[src/rtl/pipelined_multi_operand_adder.sv]
// Two-stage pipelined N_OPS-operand adder: carry-save reduction, then a carry-propagate add.
// Define MOA_SIGNED_EN to treat operands as two's complement (sign-extended); default is unsigned.
module pipelined_multi_operand_adder #(
  parameter int WIDTH = 4,
  parameter int N_OPS = 4,
  parameter int OUT_W = WIDTH + $clog2(N_OPS)
) (
  input  logic                   clk,
  input  logic                   rst,
  input  logic                   in_valid,
  output logic                   in_ready,
  input  logic [N_OPS*WIDTH-1:0] ops_in,
  output logic                   out_valid,
  input  logic                   out_ready,
  output logic [OUT_W-1:0]       sum_out,
  output logic                   busy
);

  logic [OUT_W-1:0] ext_ops [N_OPS];
  logic [OUT_W-1:0] csa_sum;
  logic [OUT_W-1:0] csa_carry;
  logic [OUT_W-1:0] t_sum;
  logic [OUT_W-1:0] t_carry;

  logic             s1_valid_q, s1_valid_d;
  logic [OUT_W-1:0] s1_sum_q, s1_sum_d;
  logic [OUT_W-1:0] s1_carry_q, s1_carry_d;
  logic             s2_valid_q, s2_valid_d;
  logic [OUT_W-1:0] sum_q, sum_d;
  logic             s1_adv;
  logic             s2_adv;

  always_comb begin
    for (int i = 0; i < N_OPS; i++) begin
`ifdef MOA_SIGNED_EN
      ext_ops[i] = {{(OUT_W-WIDTH){ops_in[i*WIDTH+WIDTH-1]}}, ops_in[i*WIDTH +: WIDTH]};
`else
      ext_ops[i] = {{(OUT_W-WIDTH){1'b0}}, ops_in[i*WIDTH +: WIDTH]};
`endif
    end
  end

  // 3:2 compressors fold each further operand into the (sum, carry) pair; carries
  // shifted past OUT_W are dropped, which keeps the result exact modulo 2^OUT_W.
  always_comb begin
    csa_sum   = ext_ops[0];
    csa_carry = ext_ops[1];
    t_sum     = '0;
    t_carry   = '0;
    for (int i = 2; i < N_OPS; i++) begin
      t_sum     = csa_sum ^ csa_carry ^ ext_ops[i];
      t_carry   = ((csa_sum & csa_carry) | (csa_sum & ext_ops[i]) |
                   (csa_carry & ext_ops[i])) << 1;
      csa_sum   = t_sum;
      csa_carry = t_carry;
    end
  end

  // Handshake: a transfer happens on valid && ready at a rising edge. Each stage
  // advances when it is empty or the stage after it advances; in_ready depends only
  // on out_ready and the stage valid bits, never on in_valid.
  always_comb begin
    s2_adv     = !s2_valid_q || out_ready;
    s1_adv     = !s1_valid_q || s2_adv;
    in_ready   = s1_adv;

    s1_valid_d = s1_valid_q;
    s1_sum_d   = s1_sum_q;
    s1_carry_d = s1_carry_q;
    s2_valid_d = s2_valid_q;
    sum_d      = sum_q;

    if (s1_adv) begin
      s1_valid_d = in_valid;
      if (in_valid) begin
        s1_sum_d   = csa_sum;
        s1_carry_d = csa_carry;
      end
    end

    if (s2_adv) begin
      s2_valid_d = s1_valid_q;
      if (s1_valid_q) begin
        sum_d = s1_sum_q + s1_carry_q;
      end
    end
  end

  always_ff @(posedge clk) begin
    if (rst) begin
      s1_valid_q <= 1'b0;
      s1_sum_q   <= '0;
      s1_carry_q <= '0;
      s2_valid_q <= 1'b0;
      sum_q      <= '0;
    end else begin
      s1_valid_q <= s1_valid_d;
      s1_sum_q   <= s1_sum_d;
      s1_carry_q <= s1_carry_d;
      s2_valid_q <= s2_valid_d;
      sum_q      <= sum_d;
    end
  end

  assign out_valid = s2_valid_q;
  assign sum_out   = sum_q;
  assign busy      = s1_valid_q || s2_valid_q;

endmodule

[config.mk]
export PLATFORM = sky130hd
export DESIGN_NAME = pipelined_multi_operand_adder
export DESIGN_NICKNAME = d
export VERILOG_FILES = /design/src/rtl/pipelined_multi_operand_adder.sv
export SDC_FILE = /design/constraint.sdc
export NUM_CORES = 1
export LEC_CHECK = 0
export CAP_MARGIN = 20
export CORE_ASPECT_RATIO = 1.25
export CORE_MARGIN = 4
export CORE_UTILIZATION = 51
export DETAILED_ROUTE_END_ITERATION = 7
export PLACE_DENSITY = 0.84
export SLEW_MARGIN = 25
export SYNTH_ARGS = -nofsm -noshare
export SYNTH_HDL_FRONTEND = slang
export SYNTH_SLANG_ARGS = --single-unit
[constraint.sdc]
create_clock -name clk -period 2.9 [get_ports clk]
set_clock_uncertainty 0.05 [all_clocks]
set_input_delay 0.58 -clock clk [delete_from_list [all_inputs] [get_ports clk]]
set_output_delay 0.58 -clock clk [all_outputs]
set_load 0.005 [all_outputs]
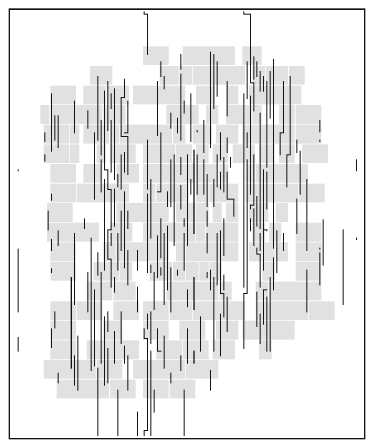
(images/m2.png)
Cells faint in the background.
- share of all routed wire: 53%
- wire length on this layer: 1,070 um
Via Count: 844
met2 usage: 32.6%
final WL: 2040 um

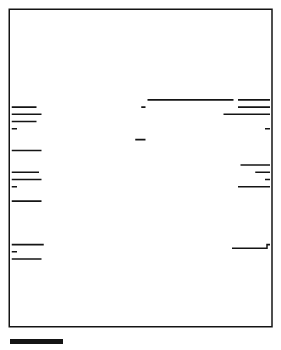
(images/m3.png)
Scale bar: 10 um.
- main direction: horizontal
- longest straight run: 15.9 um
met3 Use GR: 2.52%

==> qor.yml <==
r2r-start: "s1_valid_q"
sw_frac_of_total_pct: 27.6
grt_max_degree: 20
cts_setup_buffers: 0
postPlaceCellArea_um2: 1330
p_leak_nw: 0.515
totalPowerFinal_w: 0.000538
finalSetupTns_ps: 0
place_inst: 149
post_drt_wl_per_cell_um: 13.4
r2r_cells: 4
yosys.area.top_type: "dfxtp_1"
fin_crit_sh_pct: 90.1
synth_cells: 104
ys_top_cells_by_area: "dfxtp_1 (32%), fa_1 (15%), nand3_2 (7.4%), a21oi_2 (7.3%), ha_1 (5.8%)"
hold_violations: 0
clk_path_buf_depth: 2
crit_fanout: 9
path_clk_slew_ps: 90
overflow: 0
seq_area_frac_synth_pct: 31.6
status: "finished, final reports clean"
setup_viol: 0
end_kind: "output port"
synth_warnings: 0
antenna_found_initial: 0
seqPwrFrac_pct: 48.9
top_level_ports: 29
power_density_nw_per_um2: 396
timing.fmax_mhz: 383
hpwl_um: 1650
dieArea_um2: 2920
synthesis.area_um2: 1080
internal_power_w: 0.000390
initial_utilization_pct: 53.7
path_class: "primary input to output port"
min_period_ps: 2610
design_area_um2: 1360
place.gp.congestion: 0.833
cp.arrival_ps: 1980
fp.dieW_um: 49.1
grt_pass1_wl_um: 3800
reg2reg_slack_ps: 1320
route.detailed.drc: 0
power_switching_w: 0.000149
yosys_cells: 104
relSlewSlack_pct: 73.1
cts_sinks: 17
drive_gt1_share_pct: 18.8
cp-endpoint: "in_ready"
warning_count: 26
vdd_drop_max_v: 0.000229
cts_tree: "done"
rsz0062_at_grt: "false"
core_um2: 2000
cp-startpoint: "out_ready"
edf_count: 0
fp.dieH_um: 59.4
ys_ff: 17
worstSkewPairLatency_ps: 280
worstMarginPinSlew_ps: 403
ant_nets: 0
diodes: 0
startpoint_type: "primary input"
htreeDepth: 1
async_reset_ff_share_pct: 0
area_growth_pct: 26.1
min_path_type: "flop to flop"
top_cell_area_share_pct: 31.6
syn_area_per_cell_um2: 10.4
required_ps: 2270
ys.flop_type: "dfxtp_1"
final_max_slew_viol_count: 0
max_cap_viol_count: 0
hold_buffers: 0
synth_chip_area_um2: 1080
rows: 18
drtPass1Iterations: 4
clockPowerShare_pct: 22.7
grt_pass1_vias: 907
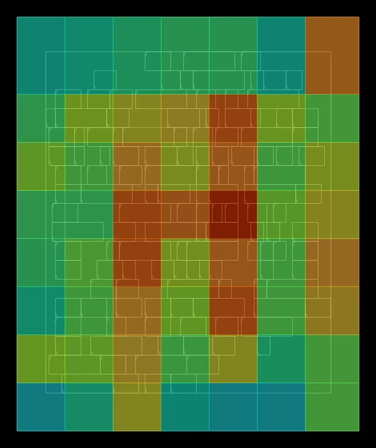
(images/congestion_map.png)
fin util: 67.8%
global route hottest layer: met2
GRT Util Overall: 17.0%
grt met1 use: 18.1%

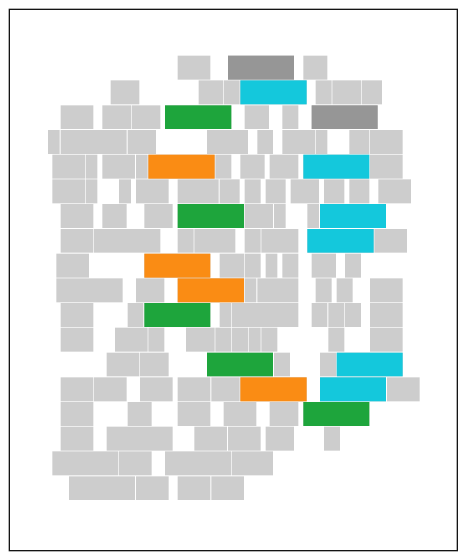
(images/ff_map.png)
Other sequential cells in the stronger gray, the rest of the logic in the fainter gray.
- green: `s1_sum_q` (sequential cells 5)
- orange: `s1_carry_q` (sequential cells 4; where center)
- cyan: `sum_out` (sequential cells 6)
- not colored: 2

==> power by group through the flow <==
| stage | clock network (W) | registers [W] | logic (W) |
|---|---|---|---|
| floorplan | 0 | 0.000266 | 0.0000979 |
| global placement | 0 | 0.000268 | 0.000147 |
| detailed placement | 0 | 0.000269 | 0.000155 |
| CTS | 0.000121 | 0.000264 | 0.000156 |
| global route | 0.000131 | 0.000266 | 0.000174 |
| finish | 0.000122 | 0.000263 | 0.000153 |
==> layout by cell type, fill, tap and decap left out, types with 2 or more instances in the layout <==
cell type	count
clkdlybuf4s50_1	28
dfxtp_1	17
o21ai_0	12
inv_1	9
a21oi_2	9
nand3_2	8
a21oi_1	8
fa_1	8
ha_1	5
nand3_1	4
clkbuf_4	3
buf_4	3
nor2b_1	2
nand2b_1	2
a211oi_1	2
==> state kept, by name, indices dropped and copies added, names as in the netlist <==
register / count
s1_carry_q: 4
s1_valid_q: 1
sum_out: 6
s1_sum_q: 5
out_valid: 1
==> metal layers <==
layer	share of wire [%]	GRT usage, %	vias up
met5	0	0	-
met4	1.7	8.13	0
met3	5.2	2.52	4
met2	53	32.6	23
met1	41	18.1	397
li1	-	-	420
==> Yosys cell counts, types with 2 or more instances <==
| cell type | n |
|---|---|
| fa_1 | 8 |
| a21oi_1 | 8 |
| nand3_2 | 8 |
| a211oi_1 | 2 |
| o21ai_0 | 12 |
| dfxtp_1 | 17 |
| nand3_1 | 4 |
| inv_1 | 9 |
| nand2b_1 | 2 |
| buf_6 | 3 |
| ha_1 | 5 |
| nor2b_1 | 2 |
| a21oi_2 | 9 |
==> final cells by class <==
type,instances,area (um^2)
Multi-Input combinational cell,71,622
Tap cell,20,25.0
Clock buffer,4,26.3
Timing Repair Buffer,31,303
Sequential cell,17,340
Inverter,10,42.5
Fill cell,170,646
==> worst min-delay path by stage <==
stage                     start          to  slack [ps]  depth (start not counted)
detailed placement   sum_out[3]  sum_out[3]         420                          2
floorplan           s1_sum_q[0]  sum_out[0]         390                          2
CTS                  sum_out[3]  sum_out[3]         430                          2
global route        s1_sum_q[0]  sum_out[0]         460                          2
global placement    s1_sum_q[0]  sum_out[0]         410                          2
finish               sum_out[3]  sum_out[3]         430                          2
==> logic make-up (layout without fill, tap and decap cells) <==
logic type,after synthesis,count (layout),share of synthesized area (%)
AND-OR/OR-AND,34,34,20.7
XOR/XNOR,1,1,0.813
adder cells (fa/ha/maj),13,13,20.7
buffers and inverters,16,45,10.7
flip-flops,17,17,31.6
AND/OR/NAND/NOR,23,23,15.6
==> critical path, cell delays in order <==
cell             delay [ps]
clkdlybuf4s50_1         440
and3b_1                 480
inv_6                    40
clkdlybuf4s50_1         450
==> per-stage QoR <==
step	hold slack [ps]	setup slack, ps
after floorplan	387	924
after global placement	406	328
after detailed placement	423	292
after CTS	434	276
after global routing	463	201
final	433	287
Power is estimated from default activity; no workload was simulated.
